`src/rtl/fp_pkg.sv`:
```
// Shared floating-point definitions: rounding modes, format geometry helpers
// and the operand class encoding used by the conversion datapaths.
package fp_pkg;

    localparam logic [1:0] RM_RN = 2'd0;
    localparam logic [1:0] RM_RZ = 2'd1;
    localparam logic [1:0] RM_RP = 2'd2;
    localparam logic [1:0] RM_RM = 2'd3;

    typedef enum logic [2:0] {
        ZERO,
        DENORM,
        NORMAL,
        INF,
        NAN
    } fp_class_e;

    function automatic int unsigned fw(input int unsigned w);
        return (w == 64) ? 52 : 23;
    endfunction

    function automatic int unsigned ew(input int unsigned w);
        return (w == 64) ? 11 : 8;
    endfunction

    function automatic int unsigned bias(input int unsigned w);
        return (32'd1 << (ew(w) - 1)) - 1;
    endfunction

endpackage

```
`src/rtl/fp_classify.sv`:
```
// Combinational IEEE-754 field split and operand classification.
// exp_o is the unbiased exponent as an EW+1-bit two's-complement value.
module fp_classify
    import fp_pkg::*;
#(
    parameter int unsigned W = 32
) (
    input  logic [W-1:0]     data_i,
    output logic             sign_o,
    output logic [ew(W):0]   exp_o,
    output logic [fw(W)-1:0] mant_o,
    output fp_class_e        cls_o
);

    localparam int unsigned FW = fw(W);
    localparam int unsigned EW = ew(W);
    localparam logic [EW:0] BIAS_V = (EW+1)'(bias(W));

    logic [EW-1:0] ef;

    assign sign_o = data_i[W-1];
    assign ef     = data_i[W-2:FW];
    assign mant_o = data_i[FW-1:0];
    assign exp_o  = {1'b0, ef} - BIAS_V;

    always_comb begin
        if (&ef) begin
            cls_o = (|mant_o) ? NAN : INF;
        end else if (ef == '0) begin
            cls_o = (|mant_o) ? DENORM : ZERO;
        end else begin
            cls_o = NORMAL;
        end
    end

endmodule

```
`src/rtl/fp_to_int_pipe.sv`:
```
// 3-stage float-to-integer converter (classify / align / round-negate-saturate)
// with a global-stall valid/ready handshake. `FP_TO_INT_UNSIGNED_EN adds in_unsigned.
module fp_to_int_pipe
    import fp_pkg::*;
#(
    parameter int unsigned W  = 32,
    parameter int unsigned IW = 32
) (
    input  logic          clk,
    input  logic          reset,
    input  logic          in_valid,
    output logic          in_ready,
    input  logic [W-1:0]  in_data,
    input  logic [1:0]    in_rm,
`ifdef FP_TO_INT_UNSIGNED_EN
    input  logic          in_unsigned,
`endif
    output logic          out_valid,
    input  logic          out_ready,
    output logic [IW-1:0] out_data,
    output logic          out_invalid,
    output logic          out_inexact
);

    localparam int unsigned FW   = fw(W);
    localparam int unsigned EW   = ew(W);
    localparam int unsigned SHW  = $clog2(IW);
    localparam int unsigned EXTW = IW + FW + 1;

    localparam logic [EW:0]   IW_E    = (EW+1)'(IW);
    localparam logic [IW:0]   MAX_POS = {2'b00, {(IW-1){1'b1}}};
    localparam logic [IW:0]   MAX_NEG = {2'b01, {(IW-1){1'b0}}};
    localparam logic [IW-1:0] DFLT_S  = {1'b0, {(IW-1){1'b1}}};

    logic adv;
    logic in_uns;

    logic          c_sign;
    logic [EW:0]   c_exp;
    logic [FW-1:0] c_mant;
    fp_class_e     c_cls;
    logic          c_ovf;

    logic          s1_valid_q, s1_sign_q, s1_ovf_q, s1_uns_q;
    logic [EW:0]   s1_exp_q;
    logic [FW-1:0] s1_mant_q;
    fp_class_e     s1_cls_q;
    logic [1:0]    s1_rm_q;

    logic [EXTW-1:0] ext;
    logic [IW:0]     s2_mag_d;
    logic            s2_guard_d, s2_sticky_d, s2_spec_d;

    logic          s2_valid_q, s2_sign_q, s2_uns_q;
    logic [IW:0]   s2_mag_q;
    logic          s2_guard_q, s2_sticky_q, s2_spec_q;
    logic [1:0]    s2_rm_q;

    logic          inc, in_range, invalid;
    logic [IW:0]   mag_r;
    logic [IW-1:0] mag_lo;
    logic [IW-1:0] out_data_d;
    logic          out_invalid_d, out_inexact_d;

    logic          out_valid_q, out_invalid_q, out_inexact_q;
    logic [IW-1:0] out_data_q;

`ifdef FP_TO_INT_UNSIGNED_EN
    assign in_uns = in_unsigned;
`else
    assign in_uns = 1'b0;
`endif

    assign adv      = !out_valid_q || out_ready;
    assign in_ready = adv;

    fp_classify #(.W(W)) u_classify (
        .data_i (in_data),
        .sign_o (c_sign),
        .exp_o  (c_exp),
        .mant_o (c_mant),
        .cls_o  (c_cls)
    );

    assign c_ovf = (c_cls == NORMAL) && !c_exp[EW] && (c_exp >= IW_E);

    always_comb begin
        ext         = '0;
        s2_mag_d    = '0;
        s2_guard_d  = 1'b0;
        s2_sticky_d = 1'b0;
        s2_spec_d   = (s1_cls_q == NAN) || (s1_cls_q == INF) || s1_ovf_q;
        case (s1_cls_q)
            DENORM: s2_sticky_d = 1'b1;
            NORMAL: begin
                // Shifting by e places the hidden bit at position FW+e; the
                // integer part is everything at or above bit FW.
                if (!s1_exp_q[EW]) begin
                    ext         = {{IW{1'b0}}, 1'b1, s1_mant_q} << s1_exp_q[SHW-1:0];
                    s2_mag_d    = ext[IW+FW:FW];
                    s2_guard_d  = ext[FW-1];
                    s2_sticky_d = |ext[FW-2:0];
                end else if (&s1_exp_q) begin
                    s2_guard_d  = 1'b1;
                    s2_sticky_d = |s1_mant_q;
                end else begin
                    s2_sticky_d = 1'b1;
                end
            end
            default: ;
        endcase
    end

    always_comb begin
        case (s2_rm_q)
            RM_RN:   inc = s2_guard_q && (s2_sticky_q || s2_mag_q[0]);
            RM_RZ:   inc = 1'b0;
            RM_RP:   inc = !s2_sign_q && (s2_guard_q || s2_sticky_q);
            default: inc = s2_sign_q && (s2_guard_q || s2_sticky_q);
        endcase
        mag_r  = s2_mag_q + {{IW{1'b0}}, inc};
        mag_lo = mag_r[IW-1:0];
        if (s2_uns_q) begin
            in_range = s2_sign_q ? (mag_r == '0) : !mag_r[IW];
        end else begin
            in_range = s2_sign_q ? (mag_r <= MAX_NEG) : (mag_r <= MAX_POS);
        end
        invalid = s2_spec_q || !in_range;
        if (invalid) begin
            out_data_d = s2_uns_q ? '1 : DFLT_S;
        end else begin
            out_data_d = s2_sign_q ? -mag_lo : mag_lo;
        end
        out_invalid_d = invalid;
        out_inexact_d = !invalid && (s2_guard_q || s2_sticky_q);
    end

    always_ff @(posedge clk or posedge reset) begin
        if (reset) begin
            s1_valid_q    <= 1'b0;
            s1_sign_q     <= 1'b0;
            s1_ovf_q      <= 1'b0;
            s1_uns_q      <= 1'b0;
            s1_exp_q      <= '0;
            s1_mant_q     <= '0;
            s1_cls_q      <= ZERO;
            s1_rm_q       <= '0;
            s2_valid_q    <= 1'b0;
            s2_sign_q     <= 1'b0;
            s2_uns_q      <= 1'b0;
            s2_mag_q      <= '0;
            s2_guard_q    <= 1'b0;
            s2_sticky_q   <= 1'b0;
            s2_spec_q     <= 1'b0;
            s2_rm_q       <= '0;
            out_valid_q   <= 1'b0;
            out_data_q    <= '0;
            out_invalid_q <= 1'b0;
            out_inexact_q <= 1'b0;
        end else if (adv) begin
            s1_valid_q    <= in_valid;
            s1_sign_q     <= c_sign;
            s1_ovf_q      <= c_ovf;
            s1_uns_q      <= in_uns;
            s1_exp_q      <= c_exp;
            s1_mant_q     <= c_mant;
            s1_cls_q      <= c_cls;
            s1_rm_q       <= in_rm;
            s2_valid_q    <= s1_valid_q;
            s2_sign_q     <= s1_sign_q;
            s2_uns_q      <= s1_uns_q;
            s2_mag_q      <= s2_mag_d;
            s2_guard_q    <= s2_guard_d;
            s2_sticky_q   <= s2_sticky_d;
            s2_spec_q     <= s2_spec_d;
            s2_rm_q       <= s1_rm_q;
            out_valid_q   <= s2_valid_q;
            out_data_q    <= out_data_d;
            out_invalid_q <= out_invalid_d;
            out_inexact_q <= out_inexact_d;
        end
    end

    assign out_valid   = out_valid_q;
    assign out_data    = out_data_q;
    assign out_invalid = out_invalid_q;
    assign out_inexact = out_inexact_q;

endmodule

```
`config.mk`:
```
export PLATFORM = sky130hd
export DESIGN_NAME = fp_to_int_pipe
export DESIGN_NICKNAME = d
export VERILOG_FILES = /design/src/rtl/fp_pkg.sv /design/src/rtl/fp_classify.sv /design/src/rtl/fp_to_int_pipe.sv
export SDC_FILE = /design/constraint.sdc
export NUM_CORES = 1
export LEC_CHECK = 0
export CAP_MARGIN = 20
export CORE_UTILIZATION = 37
export CTS_BUF_LIST = sky130_fd_sc_hd__clkbuf_2
export DETAILED_ROUTE_END_ITERATION = 6
export SLEW_MARGIN = 20
export SYNTH_ARGS = -nofsm -noshare
export SYNTH_HDL_FRONTEND = slang
export SYNTH_SLANG_ARGS = --single-unit
```
`constraint.sdc`:
```
create_clock -name clk -period 13.1 [get_ports clk]
set_input_delay 2.62 -clock clk [delete_from_list [all_inputs] [get_ports clk]]
set_output_delay 2.62 -clock clk [all_outputs]
set_load 0.01 [all_outputs]
```
Figure 1. Clock network drawn from the DEF (run 1).
Scale: 2 px per um.
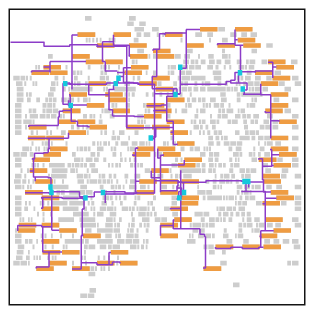
[flip-flops] orange | count: 114
[clock drivers] cyan | count: 17
[clock wires] purple | length: 1600 um
flops lie: widely spread
clk_skew: 0.03005 ns
Clock power frac: 14.2%
Skew-Pair Late Insertion Delay: 0.69 ns

Figure 2. Met3 routing (run 1).
Scale: 2 px per um.
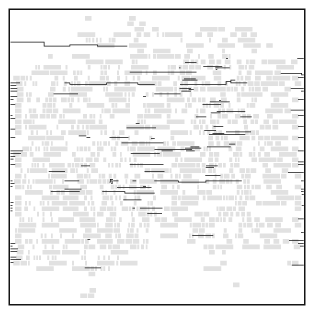
longest straight run: 33.1 um
share of all routed wire: 4.3%
main direction: horizontal
final wirelength: 19.86 mm
DR vias: 6767
met3 usage: 3.882%

Figure 3. Routed metal, one colour a layer (run 1).
Scale: 2 px per um.
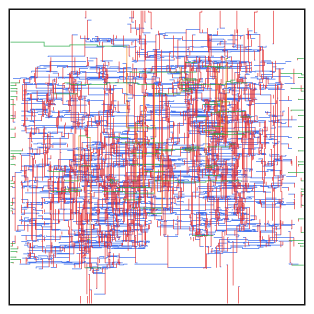
| layer | colour | wire length |
|---|---|---|
| metal 4 | orange | 382 um |
| metal 1 | blue | 9460 um |
| metal 3 | green | 846 um |
| metal 2 | red | 9170 um |
gr usage total: 19.23%
WL/cell: 16.24 um

==> flow_metrics.py, run 1 <==
# Physical implementation metrics
metrics = {
    "min_path": {
        "min_delay_path_depth": 1,
        "min_path_type": "reg2reg",
        "min-delay-start": "s2_valid_q",
    },
    "setup_path": {
        "cp_slowest_cell": "buf_4",
        "startpoint": "out_ready",
        "crit_family": "buffers and inverters",
        "reg2reg_slack_ns": 7.51,
        "crit_buf_inv": 4,
        "crit_required_ns": 10.48,
        "cp.depth": 5,
        "cpPeakStageDelay_ns": 0.63,
        "cp-end-kind": "output port",
    },
    "yosys": {
        "ys_seq_elements": 114,
        "largest_area_cell": "dfrtp_1",
        "aoi_share_pct": 16.11,
        "ys_cells": 905,
        "postSynthSeqShare_pct": 36.69,
        "synth_area_um2": 7776,
        "syn_avg_cell_area_um2": 8.592,
        "edf_count": 0,
        "adder_share_pct": 0.9654,
        "top_logic_kind": "simple AND/OR/NAND/NOR gates",
        "synth-simple-area-share_pct": 24.54,
        "synth_chip_area_um2": 7776,
        "synth.area.top_cells": "dfrtp_1 37%, nand2_1 9.5%, xnor2_1 5.1%",
        "ff_type": "dfrtp_1",
        "yosysUniqueCellTypes": 61,
        "synth.area.mux_share_pct": 9.300,
    },
    "final_layout": {
        "antennaDiodeCount": 0,
        "drive_above_1_share_pct": 8.395,
    },
    "final_timing": {
        "hold_viol_final": 0,
        "tns_ns": 0,
        "min_period_over_period_pct": 53.49,
        "worst_slew_pin_slew_ns": 0.9783,
        "grt_setup_unrepaired": "false",
        "finalSetupViolCount": 0,
        "max_freq_mhz": 142.7,
        "relSlewSlack_pct": 34.78,
    },
    "placed_design": {
        "post-place-ws_ns": 6.078,
    },
    "clock_network": {
        "clock_path_buffers": 2,
        "cts_setup_buffers": 0,
        "ctsHoldBuffers": 0,
        "cts.sinks": 114,
        "h-tree-depth": 4,
        "path_clk_slew_ns": 0.16,
        "cts_root_buf": "clkbuf_2",
    },
    "die": {
        "die-area_um2": 21600,
        "die_w_um": 147.0,
        "dieHeight_um": 147.0,
        "core_um2": 20430,
        "num_io_pins": 74,
    },
    "routing": {
        "drc": 0,
        "drtPass1Iterations": 5,
    },
    "flow_run": {
        "warnings": 28,
        "drv_cap": 0,
    },
    "outcome": {
        "status": "complete, no violations",
    },
    "power_and_ir_drop": {
        "irDropWorstVdd_uv": 110.1,
    },
    "global_route": {
        "grt_overflow": 0,
        "grt_max_degree": 83,
        "first_global_vias": 6290,
        "grt_pass1_wl_mm": 33.38,
    },
}
-- run 1: where the power goes --
group / internal [uW] / switching, uW
clock: 122 / 136
combinational: 443 / 495
sequential: 467 / 158
-- run 1: stage by stage --
step	hold slack [ns]	total power (uW)	instance area (um2)	std cells	utilization, %
2_1_floorplan	0.4300	1275	7776	905	-
3_3_place_gp	0.4402	1560	8636	1191	42.27
3_5_place_dp	0.4472	1573	8636	1191	42.27
4_1_cts	0.4843	1835	8895	1223	43.54
5_1_grt	0.5150	1968	8895	1223	43.54
6_report	0.4786	1820	8895	1223	43.54
-- run 1: registers in the layout, summed over array words and instances, names as in the netlist, 2 cells and up --
register / count
s2_rm_q: 2
s1_rm_q: 2
s1_mant_q: 23
s1_cls_q: 3
out_data: 32
s2_mag_q: 32
s1_exp_q: 9
-- run 1: cell usage in the layout, fill, tap and decap left out, types with 20 or more instances in the layout --
master,n
nand2_1,197
xnor2_1,45
inv_1,20
nor2_1,44
nand3_1,26
clkdlybuf4s50_1,73
dfrtp_1,114
a21oi_1,26
nor4_1,25
o21ai_0,51
mux2i_1,25
xor2_1,23
o22a_1,32
nand4_1,24
-- run 1: layout make-up --
cell class              instances  area (um2)
multi-input cells             703        4562
repair buffers                 82       798.3
inverters                      22       85.08
flip-flops and latches        114        2853
clock inverters                14       168.9
well taps                     270       337.8
fillers                      2115       11530
clock buffers                  18       90.09
-- run 1: worst register-to-register path, stage by stage, from the launching register on --
cell and delay [ns]:
dfrtp_1 1.00, nand2_1 0.16, xnor2_1 0.17, nor3_1 0.33, ha_1 0.34, ha_1 0.28, nand3_1 0.28, nor4_1 0.72
a31oi_1 0.23, nor4b_2 0.44, nand4_1 0.30, nor4_2 0.42, o221ai_4 0.45, o22a_1 0.35
-- run 1: cells in the mapped netlist (3+ instances only) --
library cell / number
nand3_1: 26
dfrtp_1: 114
inv_1: 22
ha_1: 6
o21ai_0: 51
clkbuf_1: 47
buf_6: 3
or4_1: 5
o41ai_1: 4
o221ai_1: 8
xnor2_1: 45
buf_1: 7
mux2_2: 10
o22a_1: 32
o31ai_1: 8
a31oi_1: 13
o21a_1: 3
and4_1: 6
and3_1: 10
nand4_1: 24
buf_2: 6
a22o_1: 10
nor4_1: 25
mux2i_1: 25
nor2_1: 44
or3_1: 6
nand2_1: 197
nor3_1: 17
a21oi_1: 26
or2_2: 5
o21ai_1: 3
xor2_1: 23
o22ai_1: 11
and2_1: 6
nand2b_1: 6
mux4_2: 16
-- run 1: routing by layer --
layer | track usage (%) | up-vias | routed length, um
met3 | 3.882 | 29 | 845
li1 | - | 3364 | -
met1 | 26.67 | 3197 | 9463
met5 | 0 | - | 0
met2 | 30.38 | 177 | 9167
met4 | 5.412 | 0 | 382
-- run 1: kinds of logic (layout without fill, tap and decap cells) --
family	count (synthesis)	after routing
buffers and inverters	88	136
XOR/XNOR	68	68
flip-flops	114	114
AND/OR/NAND/NOR	394	394
multiplexers	51	51
adder cells (fa/ha/maj)	6	6
AND-OR/OR-AND	184	184
==> run 2: changes to the inputs <==
==> constraint.sdc (replaced) <==
create_clock -name clk -period 5.61 [get_ports clk]
set_input_delay 1.122 -clock clk [delete_from_list [all_inputs] [get_ports clk]]
set_output_delay 1.122 -clock clk [all_outputs]
set_load 0.01 [all_outputs]
==> run 2 against run 1 <==
Against the previous run:
- worst hold slack got worse by 0.018 ns
- design area barely moved
- core utilization barely moved
- critical path depth rose by 8
- wire length rose by 1.0%
- clock skew rose by 0.024 ns
==> flow_metrics.py, run 2 <==
# Physical implementation metrics
metrics = {
    "outcome": {
        "status": "complete, no violations",
    },
    "power_and_ir_drop": {
        "p_comb_share_pct": 52.1,
        "pwr-share-clk_pct": 13.5,
        "p_seq_share_pct": 34.4,
        "finalPower_uw": 4216,
        "p_switching_uw": 1850,
        "p_int_uw": 2367,
        "p_leak_uw": 0.003543,
        "irDropWorstVdd_uv": 186.6,
        "swShare_pct": 43.87,
    },
    "final_timing": {
        "max_freq_mhz": 219.2,
        "min_period_over_period_pct": 81.33,
        "finalSetupViolCount": 0,
        "worst_slew_pin_slew_ns": 0.9796,
        "tns_ns": 0,
        "relSlewSlack_pct": 34.69,
        "hold_viol_final": 0,
        "grt_setup_unrepaired": "false",
        "finalClockSkew_ns": 0.05356,
    },
    "yosys": {
        "synth_top_area_share_pct": 36.69,
        "ff_type": "dfrtp_1",
        "synth.most_common_cell": "nand2_1",
        "synth_chip_area_um2": 7776,
        "ys_seq_elements": 114,
        "synthTopCellsByCount": "197 x nand2_1, 114 x dfrtp_1, 51 x o21ai_0",
        "ys_cells": 905,
        "edf_count": 0,
        "postSynthSeqShare_pct": 36.69,
        "largest_area_cell": "dfrtp_1",
        "syn_avg_cell_area_um2": 8.592,
        "fp_nets": 949,
        "synth_area_um2": 7776,
        "yosysUniqueCellTypes": 61,
    },
    "routing": {
        "routed_wl_mm": 20.06,
        "dr_total_vias": 6850,
        "drc": 0,
        "wl_per_cell_um": 16.37,
        "drtPass1Iterations": 5,
    },
    "placed_design": {
        "placed_area_um2": 8643,
        "post-place-ws_ns": 1.059,
        "placedCellCount": 1192,
    },
    "global_route": {
        "grt_max_degree": 86,
        "track_usage_pct": 19.52,
        "grt_pass1_wl_mm": 33.75,
        "first_global_vias": 6415,
        "grt_overflow": 0,
    },
    "die": {
        "num_io_pins": 74,
        "die_w_um": 147.0,
        "core_um2": 20430,
        "dieHeight_um": 147.0,
        "die-area_um2": 21600,
    },
    "min_path": {
        "min_path_type": "reg2reg",
    },
    "setup_path": {
        "cp-end-kind": "flip-flop",
        "crit_required_ns": 6.16,
    },
    "clock_network": {
        "clock_path_buffers": 2,
        "ctsHoldBuffers": 0,
        "cts_setup_buffers": 0,
        "h-tree-depth": 4,
        "path_clk_slew_ns": 0.17,
        "cts_root_buf": "clkbuf_2",
        "clk_latency_ns": 0.70,
        "cts.sinks": 114,
    },
    "final_layout": {
        "lay_top_count": "nand2_1",
        "fillers": 2110,
        "fin_cells": 1225,
        "comb_area_um2": 4562,
        "drive_above_1_share_pct": 8.700,
        "design_area_um2": 8886,
        "areaGrowthSynthToFinish_pct": 14.27,
        "lay_top_cells": "197 x nand2_1, 114 x dfrtp_1, 73 x clkdlybuf4s50_1, 51 x o21ai_0, 45 x xnor2_1",
    },
    "flow_run": {
        "drv_cap": 0,
        "warnings": 28,
    },
}
-- run 2: logic make-up after synthesis --
kind of cell | Yosys count | share of synthesized area [%]
compound gates | 184 | 16.11
flops | 114 | 36.69
mux | 51 | 9.300
fa+ha+maj | 6 | 0.9654
buf+inv | 88 | 4.747
simple gates | 394 | 24.54
xor+xnor | 68 | 7.659
-- run 2: power by group through the flow --
stage	sequential [uW]	combinational, uW	clock (uW)
2_1_floorplan	1330	1650	0
3_3_place_gp	1460	2190	0
3_5_place_dp	1470	2200	0
4_1_cts	1450	2210	593
5_1_grt	1510	2440	625
6_report	1450	2200	569
-- run 2: metrics by stage --
stage	util (%)	hold slack, ns
6_report	43.50	0.4609
5_1_grt	43.50	0.4987
4_1_cts	43.47	0.4709
3_5_place_dp	42.31	0.4463
3_3_place_gp	42.31	0.4426
2_1_floorplan	-	0.4300
-- run 2: layer usage --
metal	part of all wire [%]	GRT usage (%)	wire, um
met3	5.0	3.665	1001
met2	46	30.45	9224
met5	0	0	0
met4	1.5	5.773	295
met1	48	27.49	9538
-- run 2: area by class of cell --
class	instances	area share, %
inverters	22	0.9856
diodes	1	0.02816
flip-flops and latches	114	32.10
multi-input cells	703	51.34
clock inverters	13	1.605
clock buffers	19	1.070
well taps	270	3.802
repair buffers	83	9.068
-- run 2: critical path: stages (launching register included) --
cell and delay, ns:
dfrtp_1 0.42, o21a_1 0.12, nor2_1 0.03, nor3_1 0.20, ha_1 0.32, ha_1 0.29
nand3_1 0.28, nor4_1 0.70, a31oi_1 0.23, nor4b_2 0.43, nand4_1 0.27, nor4_2 0.39
o221ai_4 0.43, o22a_1 0.33
-- run 2: final timing paths --
path	startpoint	end	slack, ns	cells past startpoint
worst min-delay path	s2_valid_q	out_valid	0.46	1
worst max register to register	s2_sticky_q	out_data[0]	1.05	13
worst min register to register	s2_valid_q	out_valid	0.46	1
min in group asynchronous	reset	s2_mag_q[3]	0.94	2
worst max-delay path	s2_sticky_q	out_data[0]	1.05	13
max in group asynchronous	reset	s1_cls_q[0]	3.75	3
Figure 4. Sequential cells coloured by netlist name (run 2).
Scale: 2 px per um. Other sequential cells in the stronger grey, the rest of the logic in the fainter grey.
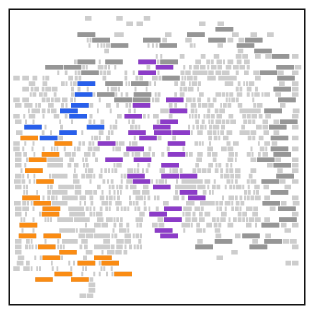
| signal | colour | sequential cells |
|---|---|---|
| s1_exp_q | blue | 9 |
| s2_mag_q | purple | 32 |
| s1_mant_q | orange | 23 |
not coloured: 50
flop share of the area: 32.10%
sequential logic power: 1450 uW
Finished Core Util: 43.50%
FF+latch area: 2853 um2

Power is estimated from default activity; no workload was simulated.
